==> config.mk <==
export PLATFORM = sky130hd
export DESIGN_NAME = mem_req_arbiter_flat
export DESIGN_NICKNAME = d
export VERILOG_FILES = /design/src/rtl/mem_req_arbiter_pkg.sv /design/src/rtl/mem_req_arbiter_if.sv /design/src/rtl/mem_req_arbiter_req_prio_sel.sv /design/src/rtl/mem_req_arbiter.sv /design/src/flat_wrapper.sv
export SDC_FILE = /design/constraint.sdc
export NUM_CORES = 1
export LEC_CHECK = 0
export CORE_AREA = 2 2 289 291
export CTS_CLUSTER_DIAMETER = 120
export CTS_CLUSTER_SIZE = 8
export DETAILED_ROUTE_END_ITERATION = 12
export DIE_AREA = 0 0 291 293
export SLEW_MARGIN = 30
export SYNTH_ARGS = -nofsm -noshare
export SYNTH_HDL_FRONTEND = slang
export SYNTH_HIERARCHICAL = 1
export SYNTH_SLANG_ARGS = --single-unit
==> constraint.sdc <==
create_clock -name clk -period 13.2 [get_ports clk]
set_input_delay 1.32 -clock clk [delete_from_list [all_inputs] [get_ports clk]]
set_output_delay 1.32 -clock clk [all_outputs]
set_load 0.05 [all_outputs]
==> run_1/logic_types.png <==
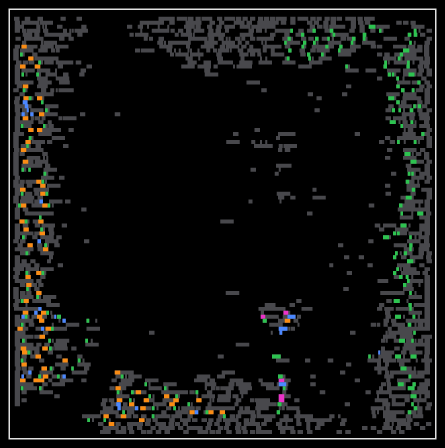
[AND-OR and OR-AND gates] magenta | cells: 5 | most used: a21bo_1
[NOR gates] blue | cells: 26 | most used: nor4_1 | where: widely spread
[multiplexers] orange | cells: 68 | most used: mux2i_1
[inverting AOI/OAI gates] green | cells: 203 | most used: o21ai_0 | where: widely spread
Comb/total area: 20.1%
post-route insts no fill: 2762
Commonest Layout Cell: clkdlybuf4s50_1

==> run_1/placement_by_type.png <==
Scale bar: 100 um. Fill, decap, tap and diode cells in gray.
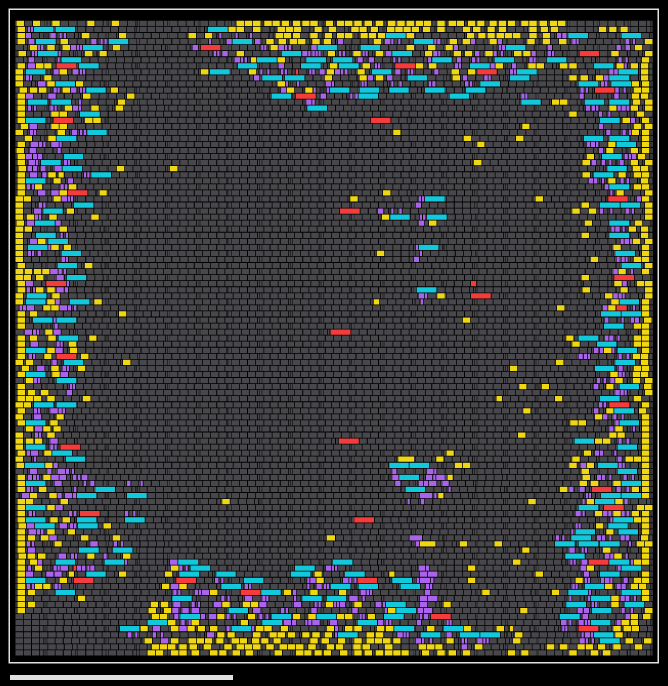
[clock drivers and dummy loads] red | cells: 35 | share of their area: 4.6%
[other buffers and delay cells] yellow | cells: 753 | share of their area: 43%
[combinational and other logic] purple | cells: 686 | share of their area: 22%
[flops] cyan | cells: 215 | share of their area: 31%
Seq area share: 28.5%
Final Util: 23.1%
row cnt: 105
Core ar.: 81800 um^2

==> run_1/flops_by_reg.png <==
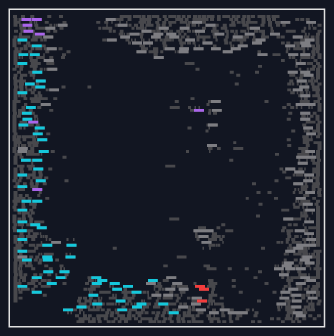
[u_core/bus.mem_addr] cyan | sequential cells: 64
[u_core/u_prio/starve_cnt_q] red | sequential cells: 3
[u_core/bus.mem_wmask] purple | sequential cells: 8
not colored: 140
Seq group: 1270 uW
Sequential Area: 5380 um^2

==> results.txt <==
fresh numbers from the pnr run: CP Data Arrival Time=3.52 ns, R2R setup slack=9.67 ns, reg2reg path depth=7, Root Buffer=clkbuf_16, leak pwr=0.00757 uW, Top cells excl fill/tap=clkdlybuf4s50_1 (741), nand2_1 (282), dfrtp_1 (215), o21ai_0 (78), nand3b_1 (74), Flops after synth=215, post-DR wirelength/cell=20.9 um, relative slew slack=26.9%, Hold Path Class=reg -> reg, maximum root-to-sink buffer count=3, initial antenna violation count=19, Layout area overhead=71.0%, Filler cells=8871, count of library flops with an enable pin=0, Logic pwr share=67.3%, CTS tree=yes, via/cell ratio=3.69, hold_buf cts=0, worst hold slack=0.469 ns, number of global-route vias before repair=10300, Net Sw Frac=56.8%, Critical Path RT=11.88 ns, Post-synth ARST share=100%, fin crit share=36.7%, Initial DRC Count=384, Post-Syn Area=11000 um^2, endpoint class of the critical path=primary output, Setup violations, final=0, clock sinks=215, Worst-path clk slew=0.05 ns, TritonCTS Buffers=31, fin crit period=4.84 ns, Die Area=85300 um^2, Log Warnings=29, slowest CP cell=clkdlybuf4s50_1, # Cells Yosys=1168, I/O Buffers=742, Sequential Power Share=20.9%, Cell Chain, Critical Path=clkdlybuf4s50_1 -> a31oi_1 -> clkdlybuf4s50_1, Mapped Nets=1510, run status=completed, Main synth FF type=dfrtp_1, clk_lat worst skew=0.58 ns, final setup TNS=0 ns, die span in y=293 um, H-Tree Level Count=1, kind of critical path=in -> out, fin. max-slew vios=0, Post-DRT Antenna Nets=0, share of cells above drive strength 1=3.37%, total number of vias=10200, worst hold path depth=2, DRC violations left=0, max frequency=207 MHz, global-route wire length before repair=79.1 mm, grt ovf=0, RSZ-0062 raised after global routing=false, Worst path max stage delay=1.08 ns, Max Cap Viol=0, Post-Syn Instances=1168, Mapped Avg Cell Area=9.46 um^2, Setup Fix Bufs, Post-CTS=0, most used cell, CP=clkdlybuf4s50_1, share of the yosys chip area belonging to registers=48.7%, TritonRoute pass-1 iters=4, worst-path fanout max=7, skew final=0.0153 ns, layout net count=2029, chip width=291 um, I/O pins=743, Power Density=322 nW/um^2, Clock power frac=11.8%, Hold Violations, Final=0, post-CTS sizing=0, Synth Warn #=6, Net Sw Power=3460 uW, largest net degree at the start of global routing=210, Init Core Util=13.5%, Int Pwr=2630 uW, GPL Wtd Cong=0.802, element type at the critical path start=input pin
run 1: metrics by stage:
stage	setup slack, ns	power (uW)	cells	cell area [um^2]
3_3_place_gp	7.98	5410	2723	18100
3_5_place_dp	8.30	5430	2724	18100
4_1_cts	8.28	6190	2759	18900
6_report	8.36	6090	2762	18900
2_1_floorplan	6.09	4210	1168	11000
5_1_grt	8.19	6370	2762	18900
run 1: per-layer routing:
metal	track usage (%)	share of wire, %	vias up
li1	-	-	4801
met1	14.9	39	4802
met2	22.9	51	512
met3	3.53	7.5	82
met4	4.46	2.6	8
met5	0	0.12	-
run 1: Yosys cell counts (2+ instances only):
cell type / count / share of area (%)
a21bo_1: 3 / 0.27
and4_1: 3 / 0.24
buf_1: 6 / 0.20
buf_2: 36 / 1.6
buf_4: 193 / 13
buf_6: 12 / 1.2
clkbuf_1: 20 / 0.68
dfrtp_1: 215 / 49
ha_1: 2 / 0.23
inv_1: 6 / 0.20
inv_2: 2 / 0.068
mux2i_1: 68 / 6.2
nand2_1: 282 / 9.6
nand3_1: 2 / 0.091
nand3b_1: 74 / 5.0
nand4_1: 3 / 0.17
nor2_1: 4 / 0.14
nor3_1: 2 / 0.091
nor4_1: 15 / 0.85
nor4b_1: 2 / 0.16
o211ai_1: 2 / 0.14
o21ai_0: 78 / 3.5
o21ai_1: 55 / 2.5
o22ai_1: 64 / 3.6
o31a_1: 2 / 0.16
or2_2: 2 / 0.11
run 1: layout make-up:
cell class	count	area, um^2	area share [%]
Clock inverter	1	7.51	0.0397
Inverter	8	38.8	0.205
Antenna cell	3	7.51	0.0397
Clock buffer	34	797	4.22
Multi-Input combinational cell	678	3790	20.1
Timing Repair Buffer	753	7530	39.9
Tap cell	1070	1340	7.08
Sequential cell	215	5380	28.5
run 1: power groups by stage:
| stage | Clock [uW] | Combinational, uW | Sequential [uW] |
|---|---|---|---|
| 4_1_cts | 753 | 4150 | 1280 |
| 3_5_place_dp | 0 | 4150 | 1290 |
| 5_1_grt | 772 | 4280 | 1320 |
| 6_report | 715 | 4100 | 1270 |
| 2_1_floorplan | 0 | 2020 | 2190 |
| 3_3_place_gp | 0 | 4130 | 1280 |
run 1: worst max-delay path: cells and delay by family:
kind | cells | cell delay (ns)
compound gates | 1 | 0.58
buf+inv | 2 | 1.61
run 1: kinds of logic after synthesis:
group                      Yosys count  share of synthesized area [%]
adders and majority gates            2                          0.226
muxes                               68                           6.16
and+or+nand+nor                    400                           17.3
DFF                                215                           48.7
AOI/OAI and AO/OA                  208                           10.5
buffers and inverters              275                           17.1
No activity file was given, so power comes from the tool's default toggle rates.
